<file path="config.mk">
export PLATFORM = sky130hd
export DESIGN_NAME = bg_scroller_flat
export DESIGN_NICKNAME = d
export VERILOG_FILES = /design/src/rtl/bg_pkg.sv /design/src/rtl/bg_scroller_if.sv /design/src/rtl/bg_frame_ctrl.sv /design/src/rtl/bg_scroller.sv /design/src/flat_wrapper.sv
export SDC_FILE = /design/constraint.sdc
export NUM_CORES = 1
export LEC_CHECK = 0
export CAP_MARGIN = 20
export CORE_UTILIZATION = 50
export DETAILED_ROUTE_END_ITERATION = 7
export GPL_TIMING_DRIVEN = 1
export PLACE_DENSITY = 0.7
export SYNTH_ARGS = -nofsm -noshare
export SYNTH_HDL_FRONTEND = slang
export SYNTH_SLANG_ARGS = --single-unit
</file>
<file path="constraint.sdc">
create_clock -name clk -period 7.52 [get_ports clk]
set_clock_uncertainty 0.05 [all_clocks]
set_input_delay 1.504 -clock clk [delete_from_list [all_inputs] [get_ports clk]]
set_output_delay 1.504 -clock clk [all_outputs]
set_load 0.05 [all_outputs]
</file>
<file path="src/rtl/bg_pkg.sv">
// Shared types, constants and lookup helpers for the bg_scroller background renderer.
// Star table constants exist only when BG_STARS_EN is defined.
package bg_pkg;

    typedef enum logic [1:0] {
        IDLE   = 2'd0,
        RUN    = 2'd1,
        PAUSED = 2'd2
    } bg_state_t;

    localparam int MOUND_X0      = 306;
    localparam int MOUND_W       = 64;
    localparam int CLOUD_W       = 20;
    localparam int CLOUD_H       = 8;
    localparam int CLOUD_X0      = 140;
    localparam int CLOUD_DY_EVEN = 156;
    localparam int CLOUD_DY_ODD  = 136;

    // MSB is the leftmost sprite column.
    localparam logic [CLOUD_W-1:0] CLOUD_ROWS [CLOUD_H] = '{
        20'b00000011111100000000,
        20'b00001111111111000000,
        20'b00111111111111110000,
        20'b01111111111111111100,
        20'b11111111111111111111,
        20'b11111111111111111111,
        20'b01111111111111111110,
        20'b00011111111111111000
    };

`ifdef BG_STARS_EN
    localparam int STAR_ARM = 2;
    localparam int N_STARS  = 6;
    localparam logic [9:0] STAR_X [N_STARS] = '{10'd47,  10'd190, 10'd333, 10'd511, 10'd702, 10'd905};
    localparam logic [9:0] STAR_Y [N_STARS] = '{10'd448, 10'd405, 10'd430, 10'd390, 10'd452, 10'd415};
`endif

    // Symmetric 7-level lift over the 64-px mound; mx is the offset into the mound.
    function automatic logic [2:0] mound_lift(input logic [5:0] mx);
        logic [4:0] d;
        d = mx[5] ? ~mx[4:0] : mx[4:0];
        case (d[4:2])
            3'd0:    mound_lift = 3'd0;
            3'd1:    mound_lift = 3'd1;
            3'd2:    mound_lift = 3'd2;
            3'd3:    mound_lift = 3'd3;
            3'd4:    mound_lift = 3'd4;
            3'd5:    mound_lift = 3'd5;
            default: mound_lift = 3'd6;
        endcase
    endfunction

endpackage

</file>
<file path="src/rtl/bg_scroller_if.sv">
// Pixel-path bundle between the VGA timing generator, bg_scroller and the overlay mixer.
interface bg_scroller_if #(
    parameter int COLOR_W = 2
);
    logic               video_active;
    logic [9:0]         pix_x;
    logic [9:0]         pix_y;
    logic [COLOR_W-1:0] R;
    logic [COLOR_W-1:0] G;
    logic [COLOR_W-1:0] B;

    modport master (output video_active, pix_x, pix_y, input R, G, B);
    modport slave  (input video_active, pix_x, pix_y, output R, G, B);
endinterface

</file>
<file path="src/rtl/bg_frame_ctrl.sv">
// Frame-rate control: vsync synchroniser and edge detect, run/pause FSM, scroll and
// cloud counters, plus the star twinkle phase when BG_STARS_EN is defined.
module bg_frame_ctrl
    import bg_pkg::*;
#(
    parameter int H_RES          = 1024,
    parameter int SPEED_W        = 3,
    parameter int TWINKLE_FRAMES = 8
) (
    input  logic               clk,
    input  logic               rst_n,
    input  logic               vsync,
    input  logic               start,
    input  logic               pause,
    input  logic [SPEED_W-1:0] speed,
    output logic               frame_tick,
    output bg_state_t          state,
    output logic [9:0]         scroll_pos,
    output logic [9:0]         cloud_off
`ifdef BG_STARS_EN
    ,
    output logic               twinkle
`endif
);

    logic      vs_s1, vs_s2, vs_s3;
    bg_state_t state_next;
    logic      advance, clear;
    logic      cloud_half;

    function automatic logic [9:0] wrap_add(input logic [9:0] base, input logic [SPEED_W-1:0] step);
        logic [10:0] sum;
        sum = {1'b0, base} + 11'(step);
        if (sum >= 11'(H_RES)) sum = sum - 11'(H_RES);
        return sum[9:0];
    endfunction

    always_ff @(posedge clk or negedge rst_n) begin
        if (!rst_n) begin
            vs_s1      <= 1'b0;
            vs_s2      <= 1'b0;
            vs_s3      <= 1'b0;
            frame_tick <= 1'b0;
        end else begin
            vs_s1      <= vsync;
            vs_s2      <= vs_s1;
            vs_s3      <= vs_s2;
            frame_tick <= vs_s2 & ~vs_s3;
        end
    end

    always_ff @(posedge clk or negedge rst_n) begin
        if (!rst_n) state <= IDLE;
        else        state <= state_next;
    end

    // Counters follow the state being entered, so the first RUN tick already scrolls.
    always_comb begin
        state_next = state;
        advance    = 1'b0;
        clear      = 1'b0;
        if (frame_tick) begin
            if (!start) begin
                state_next = IDLE;
            end else begin
                case (state)
                    IDLE:    state_next = RUN;
                    RUN:     if (pause) state_next = PAUSED;
                    PAUSED:  if (!pause) state_next = RUN;
                    default: state_next = IDLE;
                endcase
            end
            advance = (state_next == RUN);
            clear   = (state_next == IDLE);
        end
    end

    always_ff @(posedge clk or negedge rst_n) begin
        if (!rst_n) begin
            scroll_pos <= '0;
            cloud_off  <= '0;
            cloud_half <= 1'b0;
        end else if (clear) begin
            scroll_pos <= '0;
            cloud_off  <= '0;
            cloud_half <= 1'b0;
        end else if (advance) begin
            scroll_pos <= wrap_add(scroll_pos, speed);
            cloud_half <= ~cloud_half;
            if (cloud_half) cloud_off <= wrap_add(cloud_off, speed);
        end
    end

`ifdef BG_STARS_EN
    localparam int TW_W = $clog2(TWINKLE_FRAMES + 1);
    logic [TW_W-1:0] tw_cnt;

    always_ff @(posedge clk or negedge rst_n) begin
        if (!rst_n) begin
            tw_cnt  <= '0;
            twinkle <= 1'b0;
        end else if (advance) begin
            if (tw_cnt == TW_W'(TWINKLE_FRAMES - 1)) begin
                tw_cnt  <= '0;
                twinkle <= ~twinkle;
            end else begin
                tw_cnt <= tw_cnt + TW_W'(1);
            end
        end
    end
`endif

endmodule

</file>
<file path="src/rtl/bg_scroller.sv">
// Scrolling night-sky background (horizon, mound, ground dots, clouds, optional stars)
// with a fixed 2-clk colour pipeline. Define BG_STARS_EN to build the star layer.
module bg_scroller
    import bg_pkg::*;
#(
    parameter int H_RES          = 1024,
    parameter int V_RES          = 768,
    parameter int GROUND_Y       = 628,
    parameter int N_CLOUDS       = 2,
    parameter int SPEED_W        = 3,
    parameter int TWINKLE_FRAMES = 8,
    parameter int COLOR_W        = 2
) (
    input  logic               clk,
    input  logic               rst_n,
    input  logic               vsync,
    input  logic               start,
    input  logic               pause,
    input  logic [SPEED_W-1:0] speed,
    output logic [9:0]         scroll_pos,
    output logic               frame_tick,
    bg_scroller_if.slave       pix
);

    bg_state_t          state;
    logic [9:0]         cloud_off;
    logic [9:0]         ground_x, mound_x;
    logic [2:0]         lift;
    logic               line_hit, dot_hit, cloud_hit, star_hit;
    logic               hit_p0, vld_p0;
    logic               hit_p1, vld_p1;
    logic [COLOR_W-1:0] color_p2;
`ifdef BG_STARS_EN
    logic               twinkle;
`endif

    bg_frame_ctrl #(
        .H_RES          (H_RES),
        .SPEED_W        (SPEED_W),
        .TWINKLE_FRAMES (TWINKLE_FRAMES)
    ) u_frame_ctrl (
        .clk        (clk),
        .rst_n      (rst_n),
        .vsync      (vsync),
        .start      (start),
        .pause      (pause),
        .speed      (speed),
        .frame_tick (frame_tick),
        .state      (state),
        .scroll_pos (scroll_pos),
        .cloud_off  (cloud_off)
`ifdef BG_STARS_EN
        ,
        .twinkle    (twinkle)
`endif
    );

    function automatic logic [9:0] wrap_h(input logic [12:0] v);
        logic [12:0] r;
        r = v;
        for (int k = 0; k < 3; k++) begin
            if (r >= 13'(H_RES)) r = r - 13'(H_RES);
        end
        return r[9:0];
    endfunction

    function automatic logic cloud_at(input int idx, input logic [9:0] px,
                                      input logic [9:0] py, input logic [9:0] off);
        logic [9:0]         cx, dx;
        logic signed [11:0] dy;
        logic [CLOUD_W-1:0] row;
        logic [4:0]         rc;
        cx  = wrap_h(13'(CLOUD_X0 + idx * (H_RES / N_CLOUDS)) + 13'(H_RES) - 13'(off));
        dx  = wrap_h(13'(px) + 13'(H_RES) - 13'(cx));
        dy  = $signed({2'b00, py})
            - $signed(12'(idx[0] ? GROUND_Y - CLOUD_DY_ODD : GROUND_Y - CLOUD_DY_EVEN));
        row = CLOUD_ROWS[dy[3:1]];
        rc  = dx[5:1];
        cloud_at = 1'b0;
        if (dx < 10'(2 * CLOUD_W) && !dy[11] && dy < $signed(12'(2 * CLOUD_H)))
            cloud_at = row[5'(CLOUD_W - 1) - rc];
    endfunction

`ifdef BG_STARS_EN
    // Plus shape when plus=1, diagonal cross otherwise; stars are fixed in screen space.
    function automatic logic star_at(input logic [9:0] px, input logic [9:0] py, input logic plus);
        logic signed [10:0] dx, dy;
        logic [10:0]        ax, ay;
        star_at = 1'b0;
        for (int s = 0; s < N_STARS; s++) begin
            dx = $signed({1'b0, px}) - $signed({1'b0, STAR_X[s]});
            dy = $signed({1'b0, py}) - $signed({1'b0, STAR_Y[s]});
            ax = dx[10] ? -dx : dx;
            ay = dy[10] ? -dy : dy;
            if (plus) begin
                if ((ax == '0 && ay <= 11'(STAR_ARM)) || (ay == '0 && ax <= 11'(STAR_ARM)))
                    star_at = 1'b1;
            end else if (ax == ay && ax <= 11'(STAR_ARM)) begin
                star_at = 1'b1;
            end
        end
    endfunction
`endif

    // Stage 0: layer hit tests from the incoming pixel coordinate.
    always_comb begin
        ground_x = wrap_h(13'(pix.pix_x) + 13'(scroll_pos));
        mound_x  = wrap_h(13'(pix.pix_x) + 13'(scroll_pos) + 13'(H_RES - MOUND_X0));
        lift     = (mound_x < 10'(MOUND_W)) ? mound_lift(mound_x[5:0]) : 3'd0;
        line_hit = ({1'b0, pix.pix_y} + 11'(lift)) == 11'(GROUND_Y);
        dot_hit  = (pix.pix_y == 10'(GROUND_Y + 3) && (ground_x % 10'd8)  == 10'd2)
                || (pix.pix_y == 10'(GROUND_Y + 5) && (ground_x % 10'd11) == 10'd4)
                || (pix.pix_y == 10'(GROUND_Y + 7) && (ground_x % 10'd17) == 10'd9);
        cloud_hit = 1'b0;
        for (int i = 0; i < N_CLOUDS; i++)
            cloud_hit = cloud_hit | cloud_at(i, pix.pix_x, pix.pix_y, cloud_off);
`ifdef BG_STARS_EN
        star_hit = star_at(pix.pix_x, pix.pix_y, twinkle);
`else
        star_hit = 1'b0;
`endif
        // Every layer paints all-ones, so the layer priority collapses to an OR.
        hit_p0 = line_hit | dot_hit | cloud_hit | star_hit;
        vld_p0 = pix.video_active && (state != IDLE) && ({1'b0, pix.pix_y} < 11'(V_RES));
    end

    // Stage 1: registered hit flag and visibility.
    always_ff @(posedge clk or negedge rst_n) begin
        if (!rst_n) begin
            hit_p1 <= 1'b0;
            vld_p1 <= 1'b0;
        end else begin
            hit_p1 <= hit_p0;
            vld_p1 <= vld_p0;
        end
    end

    // Stage 2: registered monochrome colour.
    always_ff @(posedge clk or negedge rst_n) begin
        if (!rst_n) color_p2 <= '0;
        else        color_p2 <= (vld_p1 && hit_p1) ? '1 : '0;
    end

    assign pix.R = color_p2;
    assign pix.G = color_p2;
    assign pix.B = color_p2;

endmodule

</file>
<file path="src/flat_wrapper.sv">
// flat-port wrapper written by rule: the top's interface ports become plain ports
module bg_scroller_flat import bg_pkg::*;
#(
    parameter int H_RES          = 1024,
    parameter int V_RES          = 768,
    parameter int GROUND_Y       = 628,
    parameter int N_CLOUDS       = 2,
    parameter int SPEED_W        = 3,
    parameter int TWINKLE_FRAMES = 8,
    parameter int COLOR_W        = 2
)
  (clk, rst_n, vsync, start, pause, speed, scroll_pos, frame_tick, pix_video_active, pix_pix_x, pix_pix_y, pix_R, pix_G, pix_B);
  bg_scroller_if #(.COLOR_W(COLOR_W)) pix_i ();
  input  logic clk;
  input  logic rst_n;
  input  logic vsync;
  input  logic start;
  input  logic pause;
  input  logic [SPEED_W-1:0] speed;
  output logic [9:0] scroll_pos;
  output logic frame_tick;
  input wire logic [$bits(pix_i.video_active)-1:0] pix_video_active;
  input wire logic [$bits(pix_i.pix_x)-1:0] pix_pix_x;
  input wire logic [$bits(pix_i.pix_y)-1:0] pix_pix_y;
  output wire logic [$bits(pix_i.R)-1:0] pix_R;
  output wire logic [$bits(pix_i.G)-1:0] pix_G;
  output wire logic [$bits(pix_i.B)-1:0] pix_B;
  assign pix_i.video_active = pix_video_active;
  assign pix_i.pix_x = pix_pix_x;
  assign pix_i.pix_y = pix_pix_y;
  assign pix_R = pix_i.R;
  assign pix_G = pix_i.G;
  assign pix_B = pix_i.B;
  bg_scroller #(.H_RES(H_RES), .V_RES(V_RES), .GROUND_Y(GROUND_Y), .N_CLOUDS(N_CLOUDS), .SPEED_W(SPEED_W), .TWINKLE_FRAMES(TWINKLE_FRAMES), .COLOR_W(COLOR_W)) u_core (.clk(clk), .rst_n(rst_n), .vsync(vsync), .start(start), .pause(pause), .speed(speed), .scroll_pos(scroll_pos), .frame_tick(frame_tick), .pix(pix_i));
endmodule
</file>
Fig. 1: I/O pins on the die edge
Drawn at 4 px/micron. Pins as bars across the die edge, other pins in grey.
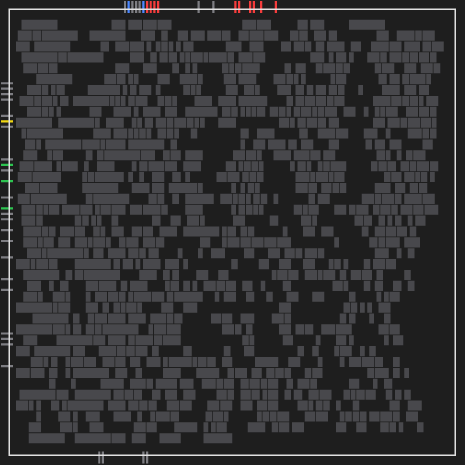
red -> pix_pix_y  # pins 10, direction input, edge top
yellow -> pause  # pins 1, direction input, edge left
blue -> pix_G  # pins 2, direction output, edge top
green -> speed  # pins 3, direction input, edge left
all pins by edge = 24 left, 18 top, 4 bottom

Fig. 2: metal 3
Drawn at 4 px/micron.
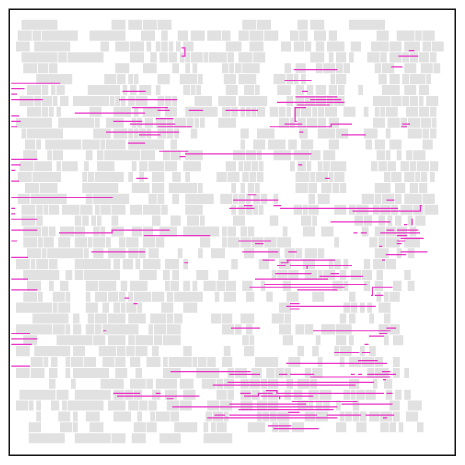
main direction = horizontal
longest straight run = 40.9 microns
Vias: 6548
routing usage on met3: 4.16%
total detailed-routing wirelength: 18800 microns

Fig. 3: congestion heat map
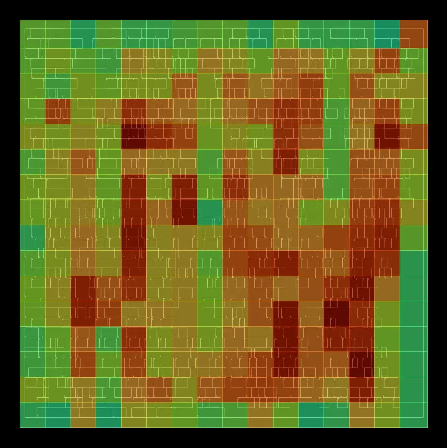
met1 demand-to-capacity share in global routing: 39.1%
Total GRT Usage: 30.9%

==> flow_metrics.rpt <==
FLOW METRICS REPORT
----------------------------------------------------
[Outcome]
  Status ........................ complete, no violations

[Floorplanning]
  Initial Util ........................ 51.7%
  Cell Rows ........................ 39
  # IOs ........................ between 40 and 50
  Die W ........................ around 110 microns
  Vertical die dimension ........................ 111 microns
  Overall die area ........................ 12300 sq um
  Core area ........................ 11500 sq um

[Timing]
  Worst Tran Pin Value ........................ a little over 0.6 ns
  Slew HR ........................ between 50% and 60%
  Final-layout worst hold slack ........................ between 0.3 and 0.4 ns
  RSZ-0062 raised after global routing ........................ no
  Achievable frequency ........................ 140 MHz
  Max Slew Vio Count ........................ 0
  Post-Route Setup TNS ........................ 0 ns
  Final tally of setup violations ........................ 0
  Final critical path time including I/O delays and setup ........................ just over 7 ns
  Number of hold violations in the final report ........................ 0

[Yosys]
  Post-synthesis instance area ........................ slightly below 6000 sq um
  Syn Inst Count ........................ between 800 and 900
  Register share after synthesis ........................ 12.6%
  Count of different cell masters after synthesis ........................ around 94
  Async S/R FF share, synth ........................ 100%
  Ranking of synthesized cells by area ........................ dfrtp_1 (13%), ha_1 (9.2%), nor2_1 (5.3%)
  Net count after synthesis ........................ roughly 890
  Top cell type by total area after synthesis ........................ dfrtp_1
  Post-synth tally of flip-flops with integrated enable ........................ 0
  Top cells by instance count after synthesis ........................ nor2_1 (84), nand2_1 (65), a21oi_1 (57), o21ai_0 (47), ha_1 (44)
  Post-synthesis register bit count ........................ 30
  Fraction of post-synthesis cell area in the top cell type by area ........................ between 10% and 20%
  Chip Area, Yosys ........................ 5950 sq um
  Post-Synthesis Mean Instance Area ........................ about 7.3 sq um
  Yosys warning tally ........................ 0

[Global route]
  Vias in the first global route ........................ 6317
  Number of antenna violations at the first check in global routing ........................ 0
  Remaining global-route overflow ........................ 0
  Global-route wire length before repair ........................ 31300 microns
  Largest net degree at the start of global routing ........................ 31

[Place]
  HPWL after detailed placement ........................ around 15000 microns
  Post-Place Cells ........................ between 900 and 1000
  Setup WS pre-CTS ........................ approximately 0.12 ns
  Post-place instance area ........................ approximately 6700 sq um
  Count of input and output buffers ........................ approximately 45
  Placer Congestion ........................ just over 0.9

[CTS]
  Clock tree from TritonCTS ........................ yes
  Root Driver ........................ clkbuf_16
  Clk_lat worst skew ........................ 0.29 ns
  Number of H-tree levels ........................ 2
  Total of hold buffers inserted after clock tree synthesis ........................ 0
  Maximum buffer depth of the clock tree ........................ 2
  Clock transition at the registers of the reported paths ........................ roughly 0.06 ns
  CTS Buf Count ........................ 5

[Pwr]
  Power dissipated by switching net loads ........................ roughly 1.5 mW
  Share of power burned in registers ........................ under 10%
  Switching power as a share of total power ........................ a little over half
  Top power group ........................ combinational cells
  Clock distribution power ........................ 0.211 mW
  Part of the power in combinational logic ........................ around 85%
  Worst IR Drop VDD ........................ approximately 0.19 mV
  Power in sequential cells ........................ 0.213 mW

[Worst setup path]
  Path depth of the worst reg2reg path ........................ 23
  Classification of the worst setup path ........................ input port to flop
  CP Capture Type ........................ flop
  Endpoint of the worst-slack reg-to-reg timing path ........................ u_core.hit_p1$_DFF_PN0_
  Worst EP required ........................ around 7.7 ns
  Slack of the worst reg-to-reg path ........................ 1.62 ns
  Reg2Reg Launch Point ........................ u_core.u_frame_ctrl.scroll_pos[0]$_DFFE_PN0P_
  Worst-path maximum fanout ........................ 17

[Worst hold path]
  Hold Startpoint ........................ u_core.u_frame_ctrl.vs_s1$_DFF_PN0_
  End of the worst hold path ........................ u_core.u_frame_ctrl.vs_s2$_DFF_PN0_
  Worst hold path stage count ........................ 0
  Classification of the worst-slack hold path ........................ flop to flop

[Run]
  Tally of OpenROAD warnings ........................ 36
  Max cap viols ........................ 0

[Finish]
  Core occupancy in the finished layout ........................ about three fifths
  Area added between synthesis and finish ........................ 15.5%
  Non-filler instance count after layout ........................ ~1000
  Fraction of layout cells with a size suffix above 1 ........................ 12.2%
  Net total in the final layout ........................ ~940
  Antenna cells ........................ 0

[Drt]
  Mean number of vias per cell ........................ approximately 6.5
  Number of nets with antenna violations after routing ........................ 0
  DRC viols ........................ 0
  Length of routed wiring on met1 ........................ 8060 microns
  Routed wire length per instance ........................ between 15 and 20 microns
  Number of DRC markers after the initial detailed-route iteration ........................ roughly 540

----------------------------------------------------
Fig. 4: signal wires on met2
Drawn at 4 px/micron.
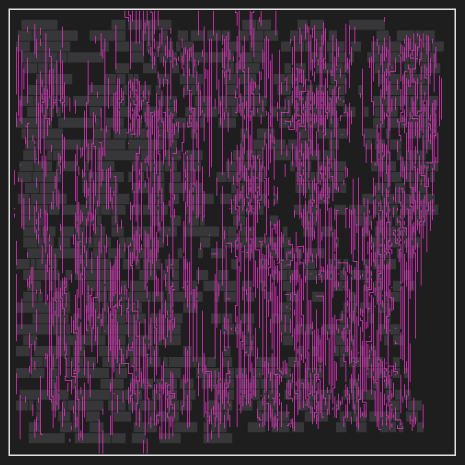
longest straight run = 46.7 microns
wire length on this layer = 9000 microns

Fig. 5: wiring heat map
Drawn at 3 px/micron. 22 x 22 tiles, from dark blue (low) to red (high), scaled to the fullest tile. Values are wire area over tile area, all layers added.
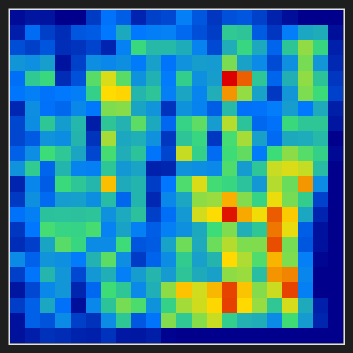
mean over tiles = 0.25
tiles over half the peak = 21%
nearly empty tiles = 6.8%

==> layout make-up <==
cell class              instances  area, sq um
multi-input cells             705         4870
inverters                      24         90.1
fillers                      1080         4640
flip-flops and latches         30          751
well taps                     143          179
clock buffers                   7          143
clock inverters                 1         5.00
repair buffers                 94          835
==> what timing repair did <==
action	CTS	global route
resized	0	5
setup buffers	0	0
endpoints found under the setup margin	0	1
==> how the worst max path moves through the flow <==
stage | depth (start not counted) | start | to
floorplan | 25 | pix_pix_x[0] | u_core.hit_p1$_DFF_PN0_
global placement | 24 | pix_pix_x[0] | u_core.hit_p1$_DFF_PN0_
detailed placement | 24 | pix_pix_x[0] | u_core.hit_p1$_DFF_PN0_
CTS | 24 | pix_pix_x[0] | u_core.hit_p1$_DFF_PN0_
global route | 24 | pix_pix_x[0] | u_core.hit_p1$_DFF_PN0_
finish | 24 | pix_pix_x[0] | u_core.hit_p1$_DFF_PN0_
==> state kept, by name (all words and copies together), names as in the netlist <==
| name | cells |
|---|---|
| u_core.u_frame_ctrl.cloud_off | 10 |
| u_core.u_frame_ctrl.scroll_pos | 10 |
| u_core.u_frame_ctrl.state | 2 |
| u_core.hit_p1 | 1 |
| u_core.pix.B | 1 |
| u_core.u_frame_ctrl.cloud_half | 1 |
| u_core.u_frame_ctrl.frame_tick | 1 |
| u_core.u_frame_ctrl.vs_s1 | 1 |
| u_core.u_frame_ctrl.vs_s2 | 1 |
| u_core.u_frame_ctrl.vs_s3 | 1 |
| u_core.vld_p1 | 1 |
==> placed cells by master (no fill, tap or decap), types with 5 or more instances in the layout <==
cell,instances
nor2_1,83
nand2_1,64
a21oi_1,57
o21ai_0,47
buf_4,47
clkdlybuf4s50_1,45
ha_1,44
nor3_1,37
xnor2_1,36
nand3_1,30
dfrtp_1,30
inv_1,24
xor2_1,24
a211oi_1,14
o21a_1,13
or3_1,11
and2_1,11
nand4_1,11
a21o_1,10
o31ai_1,10
o22ai_1,9
a221oi_1,9
and3_1,9
nor4_1,8
nand2b_1,7
or2_2,7
nor3_2,6
a311oi_1,6
a22oi_1,6
nor2b_1,6
fa_1,5
clkbuf_16,5
==> worst max-delay path, cell delays in order <==
cell	delay, ns
clkdlybuf4s50_1	0.47
ha_1	0.28
fa_1	0.48
a211oi_4	0.36
nor3_4	0.11
nor3_2	0.37
nor2_1	0.14
buf_12	0.18
a221oi_1	0.30
a211oi_1	0.10
nor4_1	0.29
o221a_1	0.30
mux2_2	0.37
ha_1	0.21
nor3_1	0.28
a22o_1	0.20
and3_1	0.18
nor2_1	0.06
ha_1	0.26
nand2b_1	0.15
a211o_1	0.30
mux2i_1	0.15
a221oi_1	0.11
o211ai_1	0.18
==> kinds of logic after synthesis <==
kind of cell	count (synthesis)	share of synthesized area, %
buffers and inverters	76	6.03
multiplexers	9	2.02
AND-OR/OR-AND	274	33.0
adder cells (fa/ha/maj)	50	11.1
flip-flops	30	12.6
AND/OR/NAND/NOR	310	26.0
XOR/XNOR	62	9.25
==> routing by layer <==
layer,vias up,global-route usage [%]
met1,3086,39.1
met4,0,10.5
li1,3143,-
met3,46,4.16
met5,-,0
met2,273,53.8
No activity file was given, so power comes from the tool's default toggle rates.
